==> run_1/clock_nets.png <==
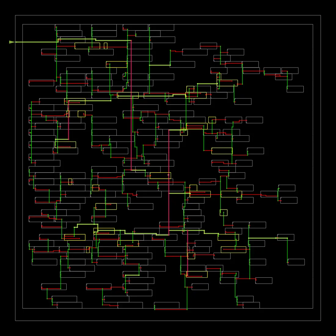
==> run_1/layers.png <==
(2 px per um)
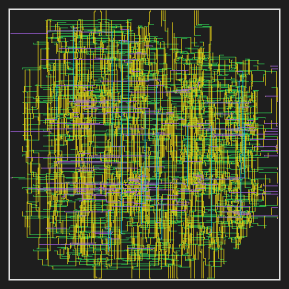
==> run_1/m3.png <==
(4 px per um)
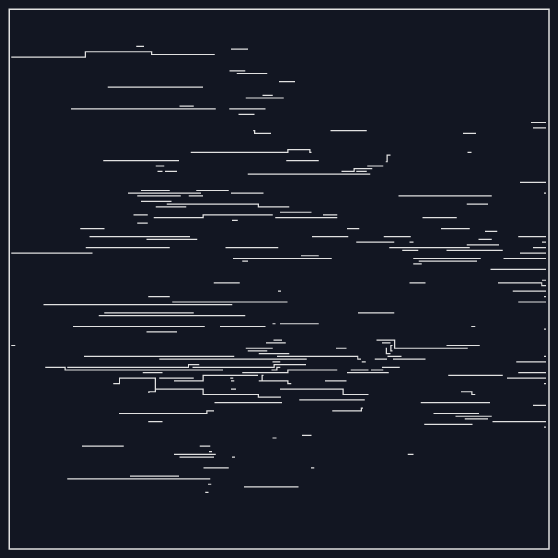
[config.mk]
export PLATFORM = sky130hd
export DESIGN_NAME = sap1_datapath
export DESIGN_NICKNAME = d
export VERILOG_FILES = /design/src/rtl/sap1_datapath.sv
export SDC_FILE = /design/constraint.sdc
export NUM_CORES = 1
export LEC_CHECK = 0
export CAP_MARGIN = 10
export CORE_MARGIN = 3
export CORE_UTILIZATION = 55
export DETAILED_ROUTE_END_ITERATION = 16
export PLACE_DENSITY = 0.73
export SLEW_MARGIN = 20
export SYNTH_ARGS = -nofsm -noshare
export SYNTH_HDL_FRONTEND = slang
export SYNTH_SLANG_ARGS = --single-unit
[constraint.sdc]
create_clock -name clk -period 5.6 [get_ports clk]
set_input_delay 1.12 -clock clk [delete_from_list [all_inputs] [get_ports clk]]
set_output_delay 1.12 -clock clk [all_outputs]
set_load 0.01 [all_outputs]
[src/rtl/sap1_datapath.sv]
// SAP-1 datapath: PC, MAR, MDR, 16xN RAM, IR, A, B, ALU and OUT around one shared bus,
// steered by the 15-bit control word; a programming port loads RAM and freezes the core.
module sap1_datapath #(
  parameter int DATA_W = 8,
  parameter int ADDR_W = 4
) (
  input  logic              clk,
  input  logic              rst_n,
  input  logic [14:0]       ctrl,
  input  logic              prog_en,
  input  logic              prog_we,
  input  logic [ADDR_W-1:0] prog_addr,
  input  logic [DATA_W-1:0] prog_wdata,
  output logic [DATA_W-1:0] prog_rdata,
  output logic [3:0]        opcode,
  output logic [DATA_W-1:0] out_data,
  output logic              out_valid,
  output logic              carry,
  output logic              zero,
  output logic              bus_err
);
  localparam logic [14:0] IDLE = 15'h0FE3;

  logic [ADDR_W-1:0] pc_q, pc_d, mar_q, mar_d;
  logic [DATA_W-1:0] mdr_q, mdr_d, ir_q, ir_d, a_q, a_d, b_q, b_d, out_q, out_d;
  logic              cy_q, cy_d, z_q, z_d, err_q, err_d, ov_q, ov_d;
  logic [DATA_W-1:0] mem [2**ADDR_W];

  // Programming mode swaps in the idle word, so every load and driver is off.
  logic [14:0] cw;
  assign cw = prog_en ? IDLE : ctrl;

  logic c_p, e_p, l_p, n_lma, n_lmd, n_ce, n_lr, n_li, n_ei, n_la, e_a, s_u, e_u, n_lb, n_lo;
  assign {c_p, e_p, l_p, n_lma, n_lmd, n_ce, n_lr, n_li, n_ei, n_la, e_a, s_u, e_u, n_lb, n_lo} = cw;

  logic [4:0] drv;
  logic       multi;
  assign drv   = {e_p, ~n_ei, ~n_ce, e_a, e_u};
  assign multi = |(drv & (drv - 5'd1));

  logic [DATA_W:0]   alu;
  logic [DATA_W-1:0] bus;
  assign alu = {1'b0, a_q} + {1'b0, (s_u ? ~b_q : b_q)} + {{DATA_W{1'b0}}, s_u};

  always_comb begin
    bus = '0;
    if (!multi) begin
      if (drv[4]) bus = {{(DATA_W-ADDR_W){1'b0}}, pc_q};
      if (drv[3]) bus = {{(DATA_W-ADDR_W){1'b0}}, ir_q[ADDR_W-1:0]};
      if (drv[2]) bus = mem[mar_q];
      if (drv[1]) bus = a_q;
      if (drv[0]) bus = alu[DATA_W-1:0];
    end
  end

  always_comb begin
    pc_d  = pc_q;
    mar_d = mar_q;
    mdr_d = mdr_q;
    ir_d  = ir_q;
    a_d   = a_q;
    b_d   = b_q;
    out_d = out_q;
    cy_d  = cy_q;
    z_d   = z_q;
    err_d = err_q | multi;
    ov_d  = ~n_lo;
    if (l_p)      pc_d = bus[ADDR_W-1:0];
    else if (c_p) pc_d = pc_q + 1'b1;
    if (!n_lma) mar_d = bus[ADDR_W-1:0];
    if (!n_lmd) mdr_d = bus;
    if (!n_li)  ir_d  = bus;
    if (!n_la)  a_d   = bus;
    if (!n_lb)  b_d   = bus;
    if (!n_lo)  out_d = bus;
    // Flags track only ALU results written back into A.
    if (!n_la && e_u) begin
      cy_d = alu[DATA_W];
      z_d  = (alu[DATA_W-1:0] == '0);
    end
  end

  always_ff @(posedge clk) begin
    if (!rst_n) begin
      pc_q  <= '0;
      mar_q <= '0;
      mdr_q <= '0;
      ir_q  <= '0;
      a_q   <= '0;
      b_q   <= '0;
      out_q <= '0;
      cy_q  <= 1'b0;
      z_q   <= 1'b0;
      err_q <= 1'b0;
      ov_q  <= 1'b0;
    end else begin
      pc_q  <= pc_d;
      mar_q <= mar_d;
      mdr_q <= mdr_d;
      ir_q  <= ir_d;
      a_q   <= a_d;
      b_q   <= b_d;
      out_q <= out_d;
      cy_q  <= cy_d;
      z_q   <= z_d;
      err_q <= err_d;
      ov_q  <= ov_d;
    end
  end

  // RAM is not reset; programming writes stay live during reset, core writes do not.
  always_ff @(posedge clk) begin
    if (prog_en && prog_we)  mem[prog_addr] <= prog_wdata;
    else if (rst_n && !n_lr) mem[mar_q]     <= mdr_q;
  end

  assign prog_rdata = mem[prog_addr];
  assign opcode     = ir_q[DATA_W-1:DATA_W-4];
  assign out_data   = out_q;
  assign out_valid  = ov_q;
  assign carry      = cy_q;
  assign zero       = z_q;
  assign bus_err    = err_q;
endmodule

==> results_dict.tcl, run 1 <==
# implementation run metrics
set metrics [dict create \
    ant_nets 0 \
    place.detailed.hpwl_mm 15.8 \
    yosysWarnings 0 \
    cts_tree "done" \
    yosys-stat-cells 690 \
    drv_cap 0 \
    ys_ff 184 \
    drt_iter0_markers 890 \
    required_ns 4.48 \
    grt_max_degree 44 \
    p_switching_mw 0.687 \
    die_h_um 135 \
    arrival_ns 3.42 \
    pwr-share-comb_pct 9.1 \
    track_usage_pct 26.7 \
    htreeDepth 4 \
    netlist_area_mm2 0.00909 \
    yosys.area_share.aoi_pct 10.1 \
    outcome "finished, final reports clean" \
    initCoreUtil_pct 56.8 \
    hold_class "register to register" \
    postLayoutCoreUtil_pct 64.8 \
    register_area_mm2 0.00497 \
    mux_share_pct 20.2 \
    syn_nets 730 \
    post-route-period-util_pct 81.1 \
    cts-root-buf "clkbuf_16" \
    grt_pass1_vias 6250 \
    synth-async-reset-ratio_pct 0 \
    rsz0062_at_grt "false" \
    tightest_slew_ns 1.16 \
    xor_share_pct 0.964 \
    syn_avg_cell_area_um2 13.2 \
    switching_share_pct 23.3 \
    logic_family "multiplexers" \
    p_leak_nw 3.26 \
    worstSetupStartpointType "primary input" \
    route.detailed.drc 0 \
]
About clock_nets.png:
Clock Power: 1.19 mW
clk_skew: 0.00669 ns
CTS Sinks: 184

About layers.png:
purple -> M3  # wire length 1770 um
green -> M1  # wire length 9380 um
yellow -> M2  # wire length 11600 um
cyan -> M4  # wire length 684 um
final WL: 23.5 mm
DR vias: 6348

About m3.png:
share of all routed wire = 7.5%
main direction = horizontal
wire length on this layer = 1770 um
GR Util met3: 5.92%

[run 1: sequential cells by signal, indices dropped and copies added (netlist names), named ones only]
signal,flops
mem,128
a_q,8
b_q,8
ir_q,8
mdr_q,8
out_data,8
mar_q,4
pc_q,4
bus_err,1
carry,1
out_valid,1
zero,1
[run 1: worst max-delay path, cell delays in order]
cell and delay (ns):
clkdlybuf4s50_1 0.46, buf_4 0.43, mux4_2 0.39, mux4_2 0.47
clkdlybuf4s50_1 0.54
[run 1: cell type report]
class | count | share of cell area, %
clock buffers | 19 | 4.18
well taps | 216 | 2.61
inverters | 14 | 0.507
clock inverters | 13 | 1.36
multi-input cells | 447 | 37.1
flip-flops and latches | 184 | 47.9
repair buffers | 69 | 6.28
[run 1: metrics by stage]
step / power [mW] / instances / hold slack, ns
after floorplan: 1.68 / 690 / 0.433
after global placement: 1.77 / 930 / 0.435
after detailed placement: 1.78 / 930 / 0.447
after CTS: 2.95 / 962 / 0.458
after global routing: 3.04 / 962 / 0.486
final: 2.94 / 962 / 0.455
[run 1: power by group through the flow]
stage	combinational [mW]	sequential [mW]	clock, mW
5_1_grt	0.286	1.49	1.27
4_1_cts	0.264	1.49	1.19
3_3_place_gp	0.255	1.52	0
3_5_place_dp	0.262	1.52	0
2_1_floorplan	0.166	1.52	0
6_report	0.266	1.49	1.19
[run 1: synth_stat cells, types with 11 or more instances]
cell type,n,share of area [%]
inv_1,14,0.58
mux2i_1,27,3.0
dfxtp_1,56,12
o21ai_0,36,2.0
a21oi_1,34,1.9
mux4_2,53,13
nand2_1,48,2.0
nor2_1,45,1.9
nand3_1,41,2.3
edfxtp_1,128,42
o31ai_1,11,0.91
mux2_2,14,1.7
clkbuf_1,27,1.1
[run 1: metal layers]
| layer | vias up | track usage, % | routed length [um] |
|---|---|---|---|
| met4 | 0 | 10.8 | 683 |
| met3 | 42 | 5.92 | 1770 |
| li1 | 2800 | - | - |
| met1 | 3181 | 35.4 | 9380 |
| met2 | 325 | 43.1 | 11600 |
| met5 | - | 0 | 0 |
[run 1: kinds of logic (layout without fill, tap and decap cells)]
family	count (synthesis)	after routing
adder cells (fa/ha/maj)	9	9
flip-flops	184	184
AND/OR/NAND/NOR	184	184
XOR/XNOR	10	10
AND-OR/OR-AND	142	142
multiplexers	102	102
buffers and inverters	59	115
[run 1: final timing paths]
kind                            from                  to
hold reg to reg   bus_err$_SDFF_PN0_  bus_err$_SDFF_PN0_
setup reg to reg            register            register
hold / removal    bus_err$_SDFF_PN0_  bus_err$_SDFF_PN0_
setup / recovery        prog_addr[1]       prog_rdata[5]
==> run_1/gates.png <==
(2 px per um)
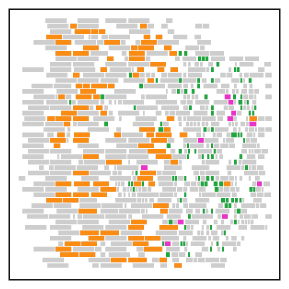

==> run 2: changes to the inputs <==
==> constraint.sdc (replaced) <==
create_clock -name clk -period 4.8 [get_ports clk]
set_input_delay 0.96 -clock clk [delete_from_list [all_inputs] [get_ports clk]]
set_output_delay 0.96 -clock clk [all_outputs]
set_load 0.01 [all_outputs]
==> run_2/gates.png <==
(2 px per um)
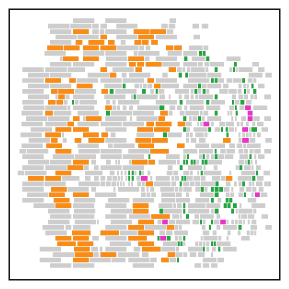
orange -> mux cells  # cells 102, most used mux4_2
green -> nand cells  # cells 103, most used nand2_1
magenta -> non-inverting ao/oa cells  # cells 11, most used o21a_1, where middle right
Post-Layout Cell Count: 972
most frequent logic cell in the layout: edfxtp_1
Comb/total area: 36.8%

==> run 2 against run 1 <==
  * Critical path depth unchanged
  * Sequential share of layout area down 0.33 points
  * Total power up 17%
  * Non-clock buffer count up 11
  * Sequential cell count unchanged
  * Combinational power up 19%
  * Critical path type unchanged
  * Utilization up 0.48 points
==> results_dict.tcl, run 2 <==
# implementation run metrics
set metrics [dict create \
    outcome "finished, final reports clean" \
    grt_pass1_vias 6322 \
    syn_nets 730 \
    p_switching_mw 0.804 \
    p_leak_nw 3.32 \
    route.detailed.drc 0 \
    top_area_cell "edfxtp_1" \
    num_vias 6489 \
    cts-root-buf "clkbuf_16" \
    netlist_area_mm2 0.00909 \
    finalPower_mw 3.44 \
    dpl.cell_count 941 \
    cts_sinks 184 \
    drv_cap 0 \
    track_usage_pct 27.3 \
    yosysWarnings 0 \
    switching_share_pct 23.4 \
    die_h_um 135 \
    required_ns 3.84 \
    arrival_ns 3.25 \
    worstSetupStartpointType "primary input" \
    register_area_mm2 0.00497 \
]
run 2: path summary, 6_finish.rpt:
check | from | to | slack [ns] | cells past startpoint
worst max register to register | b_q[0]$_SDFFE_PN0N_ | mdr_q[6]$_SDFFE_PN0N_ | 1.99 | 9
worst min-delay path | bus_err$_SDFF_PN0_ | bus_err$_SDFF_PN0_ | 0.46 | 2
worst min register to register | bus_err$_SDFF_PN0_ | bus_err$_SDFF_PN0_ | 0.46 | 2
worst max-delay path | prog_addr[1] | prog_rdata[1] | 0.59 | 5
run 2: critical path, stage by stage:
cell,delay (ns)
clkdlybuf4s50_1,0.46
buf_4,0.41
mux4_2,0.40
mux4_2,0.49
clkdlybuf4s50_1,0.50
run 2: layer usage:
layer | track usage [%] | part of all wire [%]
met1 | 35.6 | 38
met2 | 45.7 | 50
met3 | 5.18 | 8.5
met4 | 10.6 | 3.6
met5 | 0 | 0
run 2: cell families after synthesis:
family	after synthesis	share of synthesized area (%)
compound gates	142	10.1
xor+xnor	10	0.964
fa+ha+maj	9	1.32
buf+inv	59	3.14
flops	184	54.6
mux	102	20.2
simple gates	184	9.73
run 2: cell type report:
cell class	count	share of cell area [%]
sequential	184	47.6
multi-input combinational	447	36.8
timing repair buffer	80	7.12
clock buffer	18	4.11
tap	216	2.59
clock inverter	13	1.34
inverter	14	0.503
run 2: stage by stage:
stage               worst slack [ns]  hold WS, ns  cell area [um^2]  util (%)
CTS                            0.603        0.467             10400      65.2
finish                         0.588        0.457             10400      65.3
global placement               0.645        0.435              9870      61.7
global route                   0.530        0.485             10400      65.3
floorplan                       1.23        0.433              9090         -
detailed placement             0.612        0.457              9870      61.7
run 2: power by group through the flow:
stage / combinational, mW / sequential, mW / clock [mW]
6_report: 0.317 / 1.74 / 1.38
5_1_grt: 0.339 / 1.74 / 1.47
3_3_place_gp: 0.303 / 1.77 / 0
2_1_floorplan: 0.193 / 1.77 / 0
4_1_cts: 0.314 / 1.74 / 1.39
3_5_place_dp: 0.312 / 1.77 / 0
Power is estimated from default activity; no workload was simulated.
